Fig. 1: run 1, PDN straps and rails
Pins as bars on the die edge. Tap cells in grey.
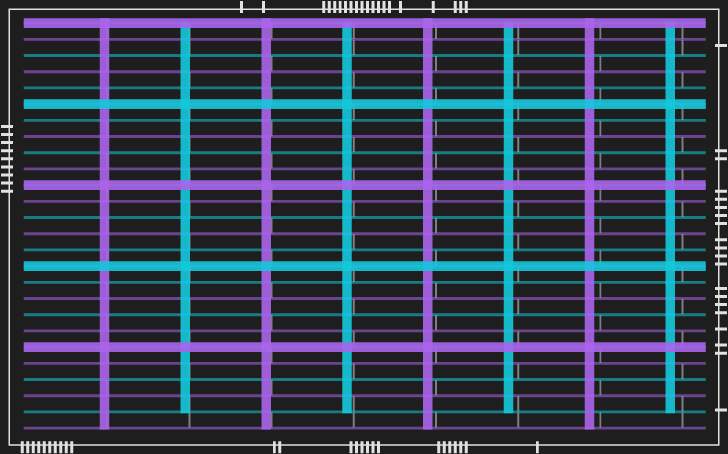
Fig. 2: run 1, routing congestion map
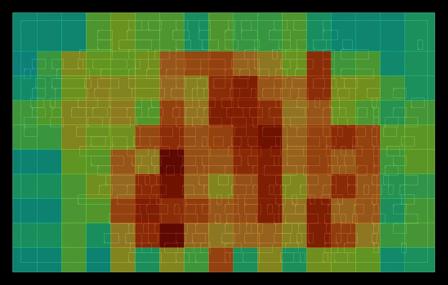
Fig. 3: run 1, metal 1
Bar = 20 um. Supply wires on this layer in grey. Cells faint in the background.
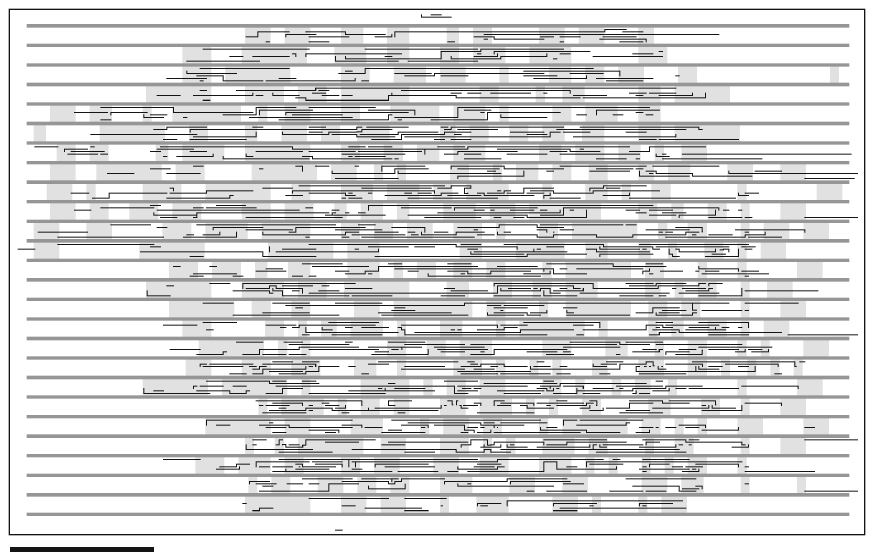
File: config.mk
export PLATFORM = sky130hd
export DESIGN_NAME = reg_scoreboard
export DESIGN_NICKNAME = d
export VERILOG_FILES = /design/src/rtl/rv32_pkg.sv /design/src/rtl/instr_classify.sv /design/src/rtl/reg_scoreboard.sv
export SDC_FILE = /design/constraint.sdc
export NUM_CORES = 1
export LEC_CHECK = 0
export CAP_MARGIN = 20
export CELL_PAD_IN_SITES_DETAIL_PLACEMENT = 2
export CELL_PAD_IN_SITES_GLOBAL_PLACEMENT = 2
export CORE_ASPECT_RATIO = 0.6
export CORE_MARGIN = 2
export CORE_UTILIZATION = 28
export DETAILED_ROUTE_END_ITERATION = 8
export PLACE_DENSITY = 0.95
export REMOVE_ABC_BUFFERS = 1
export SYNTH_ARGS = -nofsm -noshare
export SYNTH_HDL_FRONTEND = slang
export SYNTH_HIERARCHICAL = 1
export SYNTH_SLANG_ARGS = --single-unit
File: constraint.sdc
create_clock -name clk -period 2.7 [get_ports clk]
set_input_delay 0.405 -clock clk [delete_from_list [all_inputs] [get_ports clk]]
set_output_delay 0.405 -clock clk [all_outputs]
set_load 0.01 [all_outputs]
File: src/rtl/rv32_pkg.sv
// Shared rv32 definitions for the register scoreboard: opcodes, result
// classes, forwarding select codes and the pipeline slot record.
package rv32_pkg;

    localparam logic [6:0] OP_LUI    = 7'b0110111;
    localparam logic [6:0] OP_AUIPC  = 7'b0010111;
    localparam logic [6:0] OP_IMM    = 7'b0010011;
    localparam logic [6:0] OP_REG    = 7'b0110011;
    localparam logic [6:0] OP_JAL    = 7'b1101111;
    localparam logic [6:0] OP_JALR   = 7'b1100111;
    localparam logic [6:0] OP_LOAD   = 7'b0000011;
    localparam logic [6:0] OP_STORE  = 7'b0100011;
    localparam logic [6:0] OP_BRANCH = 7'b1100011;

    typedef enum logic [1:0] {
        CLS_NONE = 2'b00,
        CLS_ALU  = 2'b01,
        CLS_PC4  = 2'b10,
        CLS_LOAD = 2'b11
    } cls_t;

    typedef enum logic [1:0] {
        FWD_RF      = 2'b00,
        FWD_EXE     = 2'b01,
        FWD_ACC_ALU = 2'b10,
        FWD_ACC_MEM = 2'b11
    } fwd_sel_t;

    typedef struct packed {
        logic       valid;
        logic [4:0] rd;
        cls_t       cls;
    } slot_t;

    // A slot only produces a value worth tracking when it is valid and writes a real register.
    function automatic logic slot_live(slot_t s);
        return s.valid && (s.cls != CLS_NONE);
    endfunction

    function automatic logic slot_hit(slot_t s, logic used, logic [4:0] rs);
        return used && slot_live(s) && (s.rd == rs);
    endfunction

    function automatic logic [31:0] slot_onehot(slot_t s);
        return slot_live(s) ? (32'd1 << s.rd) : 32'd0;
    endfunction

    // Newest producer wins; a load still in exe has no data yet, so the stall covers it.
    function automatic fwd_sel_t fwd_select(logic exe_hit, logic acc_hit, slot_t exe, slot_t acc);
        if (exe_hit)
            return (exe.cls == CLS_LOAD) ? FWD_RF : FWD_EXE;
        else if (acc_hit)
            return (acc.cls == CLS_LOAD) ? FWD_ACC_MEM : FWD_ACC_ALU;
        else
            return FWD_RF;
    endfunction

endpackage

File: src/rtl/instr_classify.sv
// Decodes an rv32 instruction word into its destination register, result
// class and which source operands it actually reads.
module instr_classify
    import rv32_pkg::*;
(
    input  logic [31:0] instr,
    output logic [4:0]  rd,
    output logic [1:0]  cls,
    output logic        uses_rs1,
    output logic        uses_rs2
);

    logic [6:0] opcode;
    cls_t       cls_c;
    logic       unused_fields;

    assign opcode        = instr[6:0];
    assign rd            = instr[11:7];
    assign cls           = cls_c;
    assign unused_fields = ^instr[31:12];

    // Class and operand usage by opcode; writes to x0 are never tracked.
    always_comb begin
        cls_c    = CLS_NONE;
        uses_rs1 = 1'b1;
        uses_rs2 = 1'b0;
        case (opcode)
            OP_LUI, OP_AUIPC, OP_IMM, OP_REG: cls_c = CLS_ALU;
            OP_JAL, OP_JALR:                  cls_c = CLS_PC4;
            OP_LOAD:                          cls_c = CLS_LOAD;
            default:                          cls_c = CLS_NONE;
        endcase
        if (rd == 5'd0)
            cls_c = CLS_NONE;
        if (opcode == OP_LUI || opcode == OP_AUIPC || opcode == OP_JAL)
            uses_rs1 = 1'b0;
        if (opcode == OP_REG || opcode == OP_STORE || opcode == OP_BRANCH)
            uses_rs2 = 1'b1;
    end

endmodule

File: src/rtl/reg_scoreboard.sv
// Producer-side register scoreboard for the rv32 pipeline. Tracks writes in
// the exe/acc/wb stages and publishes forwarding selects, a load-use stall
// and a busy map for the instruction in decode.
// Build option REG_SB_FWD_EN: when defined, operands are forwarded from exe
// and acc; when undefined, selects are tied to the regfile and any exe/acc
// producer stalls decode instead.
module reg_scoreboard
    import rv32_pkg::*;
(
    input  logic        clk,
    input  logic        rst,
    input  logic        issue_valid,
    input  logic [31:0] instr_de,
    input  logic        hold,
    input  logic        flush,
    output logic        stall,
    output logic [1:0]  fwd_a_sel,
    output logic [1:0]  fwd_b_sel,
    output logic [31:0] busy_map
);

    logic [4:0] dec_rd;
    logic [1:0] dec_cls;
    logic       uses_rs1;
    logic       uses_rs2;
    logic [4:0] rs1;
    logic [4:0] rs2;
    slot_t      exe_q;
    slot_t      acc_q;
    slot_t      wb_q;
    logic       a_exe;
    logic       a_acc;
    logic       b_exe;
    logic       b_acc;
    logic       entry_valid;

    instr_classify u_decode_class (
        .instr    (instr_de),
        .rd       (dec_rd),
        .cls      (dec_cls),
        .uses_rs1 (uses_rs1),
        .uses_rs2 (uses_rs2)
    );

    assign rs1   = instr_de[19:15];
    assign rs2   = instr_de[24:20];
    assign a_exe = slot_hit(exe_q, uses_rs1, rs1);
    assign a_acc = slot_hit(acc_q, uses_rs1, rs1);
    assign b_exe = slot_hit(exe_q, uses_rs2, rs2);
    assign b_acc = slot_hit(acc_q, uses_rs2, rs2);

    assign entry_valid = issue_valid & ~stall & ~flush;

`ifdef REG_SB_FWD_EN
    // Only a load sitting in exe forces a bubble; everything else is forwarded.
    always_comb begin
        stall     = issue_valid & ~flush &
                    ((a_exe & (exe_q.cls == CLS_LOAD)) | (b_exe & (exe_q.cls == CLS_LOAD)));
        fwd_a_sel = issue_valid ? fwd_select(a_exe, a_acc, exe_q, acc_q) : FWD_RF;
        fwd_b_sel = issue_valid ? fwd_select(b_exe, b_acc, exe_q, acc_q) : FWD_RF;
    end
`else
    // Without forwarding every exe/acc producer must drain to wb before decode proceeds.
    always_comb begin
        stall     = issue_valid & ~flush & (a_exe | a_acc | b_exe | b_acc);
        fwd_a_sel = FWD_RF;
        fwd_b_sel = FWD_RF;
    end
`endif

    // Busy map is the union of live destinations; x0 can never be busy.
    always_comb begin
        busy_map = (slot_onehot(exe_q) | slot_onehot(acc_q) | slot_onehot(wb_q)) & ~32'd1;
    end

    // Age slots down the pipe; hold freezes them, but flush still kills exe.
    always_ff @(posedge clk or posedge rst) begin
        if (rst) begin
            exe_q <= '{valid: 1'b0, rd: 5'd0, cls: CLS_NONE};
            acc_q <= '{valid: 1'b0, rd: 5'd0, cls: CLS_NONE};
            wb_q  <= '{valid: 1'b0, rd: 5'd0, cls: CLS_NONE};
        end else if (hold) begin
            if (flush)
                exe_q.valid <= 1'b0;
        end else begin
            wb_q  <= acc_q;
            acc_q <= exe_q;
            exe_q <= '{valid: entry_valid, rd: dec_rd, cls: cls_t'(dec_cls)};
        end
    end

endmodule
==> CHANGELOG.md, run 1 <==
## Implementation

- Status: finished, violations left
- Design area: about 0.0033 mm^2
- Ratio of cells with drive above 1 in the final layout: 0.296
- List of most frequent post-synthesis cells: nand2_1, a22oi_1, dfrtp_1
- Antenna violations before repair: 1
- R2R Path End: exe_q[7]$_DFFE_PP0P_
- Max Freq: between 300 and 400 MHz
- GPL Wtd Cong: between 0.8 and 0.9
- Fillers: roughly 840
- Ports: approximately 74
- Synth Warn #: 6
- Max-cap violations: 0
- Max H-tree Level: 1
- Fin Clk Skew: 11.1 ps
- Clock buffer depth: 2
- Minimum clock period: about 2800 ps
- Setup tns final: -205 ps
- # setup viols final: 5
- Post-route ant nets: 0
- Mux cell area share: 0.117
- Detailed Routing Iterations Pass 1: 5
- Vias in the first global route: 2653
- CP Capture Type: output port
- Main flop type: dfrtp_1
- R2R Path Start: acc_q[5]$_DFFE_PP0N_
- Clk root buf: clkbuf_16
- Slew @ Worst Pin: 541 ps
- Post-synth top area cell: dfrtp_1
- Mapped Area: between 0.002 and 0.0025 mm^2
- Failing checks: setup timing
- First-pass GRT wire length: between 15 and 20 mm
- Leak: approximately 1.4 nW
- Stage-log warning count: 36
- Avg Inst Size Synth: about 8.6 um^2
- Critical Path RT: ~2300 ps
- Met3 GRT Util: 0.0461
- Crit-path max FO: 10
- WHS: about 420 ps
- Cell with the most instances after synthesis: nand2_1
- DP Area: 0.00294 mm^2
- Yosys stat chip area: ~0.0022 mm^2
- Num CTS Buffers: 3
- Crit path DAT: roughly 2400 ps
- CTS tree: yes
- # DRC: 0
- Gate count after technology mapping: between 200 and 300
- Yosys adder share: 0
- Final setup margin: -82.7 ps
- Worst slew margin: 0.638
- Row Count: 25
## Picture notes: Fig. 1
Cyan marks VDD. Purple marks VSS.
26 met1 rails follow the rows. 74 signal pins sit on the boundary. 8 straps on met4. 108 tap cells. 5 straps on met5.
die width: 119 um
chip height: 72.9 um
core area: 0.00779 mm^2
Peak VDD IR: 262 uV

## Picture notes: Fig. 2
GR Util met1: 0.331
WL/cell: 27.7 um
Util after Layout: 0.421
GRT Resource Usage Total: 0.262

## Picture notes: Fig. 3
The longest straight run is 50.1 um. The layer holds 43% of the routed length. The layer carries 5180 um of wire. The wires run mostly horizontal. 325 nets have wire on it.
via count: 2546
DRT Wirelength: 12.1 mm

-- run 1: critical path, cell delays in order (launching register included) --
cell             delay [ps]
dfrtp_1                 460
buf_4                   230
nor3b_2                 500
a22oi_1                 170
nand2_1                 150
clkdlybuf4s50_1         580
-- run 1: state kept, by name, indices dropped and copies added, names as in the netlist --
register and flops:
exe_q 8, acc_q 8, wb_q 8
-- run 1: layer usage --
layer / wire [um] / share of wire / vias to the layer above
met5: 0 / 0 / -
met4: 344 / 0.028 / 0
met3: 704 / 0.058 / 32
met2: 5890 / 0.49 / 163
met1: 5180 / 0.43 / 1295
li1: - / - / 1056
-- run 1: power breakdown --
part | switching, W | total [W] | internal, W
logic | 0.000219 | 0.000390 | 0.000171
clock network | 0.000154 | 0.000450 | 0.000296
registers | 0.000110 | 0.000509 | 0.000399
-- run 1: worst max path at each step --
stage                         start           end
6_report       acc_q[2]$_DFFE_PP0N_  busy_map[17]
5_1_grt        acc_q[2]$_DFFE_PP0N_  busy_map[17]
4_1_cts                 instr_de[5]         stall
3_5_place_dp            instr_de[5]         stall
3_3_place_gp            instr_de[5]         stall
2_1_floorplan           instr_de[6]         stall
-- run 1: cells in the final DEF (no fill, tap or decap), types with 6 or more instances in the layout --
cell type        Yosys  final
a22oi_1             29     28
and3b_1              6      6
buf_4               14     30
clkdlybuf4s50_1      0     50
dfrtp_1             24     22
mux2_2              23     23
nand2_1             64     63
nor2_1               6      6
nor3b_2              9     11
xnor2_1             12     12
xor2_1               8      8
-- run 1: area by class of cell --
class,instances,area (um^2),share of cell area
multi-input cells,206,1600,0.487
repair buffers,89,818,0.249
flip-flops and latches,24,603,0.184
well taps,108,135,0.0412
clock buffers,3,75.1,0.0229
clock inverters,1,30.0,0.00915
inverters,5,18.8,0.00572
diodes,1,2.50,0.000762
==> run 1 -> run 2 <==
--- a/config.mk
+++ b/config.mk
@@ -14,6 +14,7 @@
 export DETAILED_ROUTE_END_ITERATION = 8
 export PLACE_DENSITY = 0.95
 export REMOVE_ABC_BUFFERS = 1
+export SLEW_MARGIN = 20
 export SYNTH_ARGS = -nofsm -noshare
 export SYNTH_HDL_FRONTEND = slang
 export SYNTH_HIERARCHICAL = 1
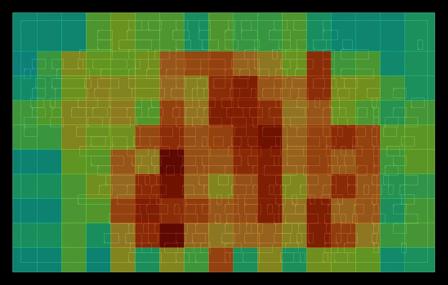
Fig. 4. Routing congestion map (run 2).
met2 usage: 0.452
gr busiest metal: met2
met3 GRT Util: 0.0461

==> CHANGELOG.md, run 2 <==
## Implementation

- Failing checks: setup timing
- CTS tree: yes
- DRT Wirelength: 12.1 mm (unchanged)
- Multi-input comb cells: 206 (unchanged)
- Post-synth top area cell: dfrtp_1
- Non-clock buffering overhead: 0.249 (unchanged)
- Peak VDD IR: 262 uV (unchanged)
- WHS: 422 ps (unchanged)
- Final setup margin: -82.7 ps (unchanged)
- First-pass GRT wire length: 16.9 mm (unchanged)
- Status: finished, violations left
- Crit-path max FO: 10 (unchanged)
- Die width: 119 um (unchanged)
- Int Power: 0.000865 W (unchanged)
- Avg Inst Size Synth: 8.56 um^2 (unchanged)
- N_taps: 108 (unchanged)
- CP peak stage delay: 580 ps (about the same)
- Biggest Area Class: multi-input combinational cells
- Gate count after technology mapping: 259 (unchanged)
- Max-cap violations: 0 (unchanged)
- Signal inverters: 5 (unchanged)
- Switching share of total power: 0.359 (unchanged)
- # setup viols final: 5 (unchanged)
- Num CTS Buffers: 3 (unchanged)
- Mapped Area: 0.00222 mm^2 (unchanged)
- Most frequent cells in the layout: nand2_1, clkdlybuf4s50_1, buf_4
- Flop share of the area: 0.184 (unchanged)
- Sequential Power Share: 0.377 (about the same)
- Crit path DAT: 2380 ps (about the same)
- Comb pwr share: 0.289 (about the same)
- Clk root buf: clkbuf_16
- Critical path's top delay family: buffers and inverters
- Via count: 2546 (unchanged)
- Slew @ Worst Pin: 541 ps (unchanged)
- Dominant logic cell type in the layout: nand2_1
- GRT Resource Usage Total: 0.262 (unchanged)
- Synth Warn #: 6 (unchanged)
- Fillers: 835 (unchanged)
- Clock network area share: 0.0320 (unchanged)
- Main flop type: dfrtp_1
- Stage-log warning count: 36 (unchanged)
- Yosys stat chip area: 0.00222 mm^2 (unchanged)
- Ratio of cells with drive above 1 in the final layout: 0.296 (unchanged)
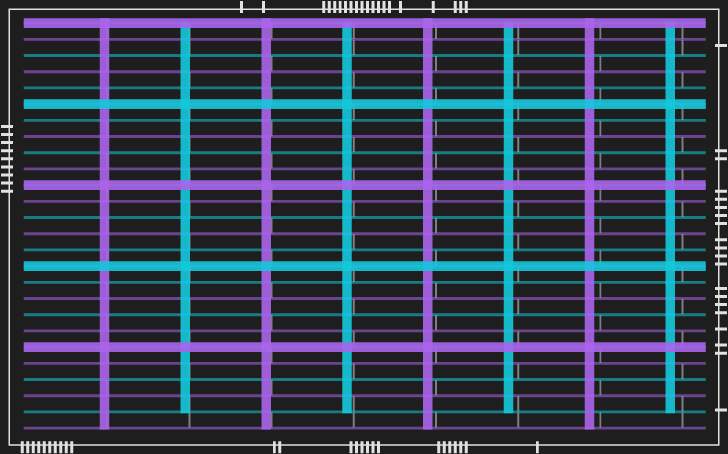
Fig. 5. PDN straps and rails (run 2).
Pins as bars on the die edge. Tap cells in grey.
Purple marks VSS. Cyan marks VDD.
8 straps on met4. 108 tap cells. The core has 25 rows.

[run 2: path summary, 6_finish.rpt]
check	startpoint	to	slack (ps)	cells past startpoint
min in group clk	acc_q[0]$_DFFE_PP0N_	wb_q[0]$_DFFE_PP0N_	600	1
max in group asynchronous	rst	exe_q[3]$_DFFE_PP0N_	1790	3
worst min-delay path	rst	wb_q[6]$_DFFE_PP0N_	420	2
worst min register to register	acc_q[0]$_DFFE_PP0N_	wb_q[0]$_DFFE_PP0N_	600	1
worst max register to register	acc_q[5]$_DFFE_PP0N_	exe_q[7]$_DFFE_PP0P_	840	6
worst max-delay path	acc_q[2]$_DFFE_PP0N_	busy_map[17]	-80	5
[run 2: cells by family after synthesis]
kind of cell,Yosys count,synth area share
flip-flops,24,0.271
XOR/XNOR,20,0.0790
AND/OR/NAND/NOR,117,0.288
multiplexers,23,0.117
buffers and inverters,33,0.0909
AND-OR/OR-AND,41,0.152
other,1,0.00169
[run 2: metrics by stage]
stage               total power [W]   util  cell area, um^2
floorplan                  0.000636      -             2050
global placement           0.000772  0.377             2940
detailed placement         0.000809  0.377             2940
CTS                         0.00127  0.402             3130
global route                0.00138  0.421             3280
finish                      0.00135  0.421             3280
[run 2: repair_timing]
action / CTS / global route
pin swaps: 2 / 9
gates resized: 19 / 27
buffers inserted: 0 / 7
setup endpoints to repair: 11 / 20
hold buffers: 0 / 0
[run 2: layer usage]
| layer | share of wire | global-route usage | vias to the layer above | routed length [um] |
|---|---|---|---|---|
| met4 | 0.028 | 0.102 | 0 | 344 |
| met3 | 0.058 | 0.0461 | 32 | 704 |
| met1 | 0.43 | 0.331 | 1295 | 5180 |
| met2 | 0.49 | 0.452 | 163 | 5890 |
| li1 | - | - | 1056 | - |
| met5 | 0 | 0 | - | 0 |
Power is estimated from default activity; no workload was simulated.
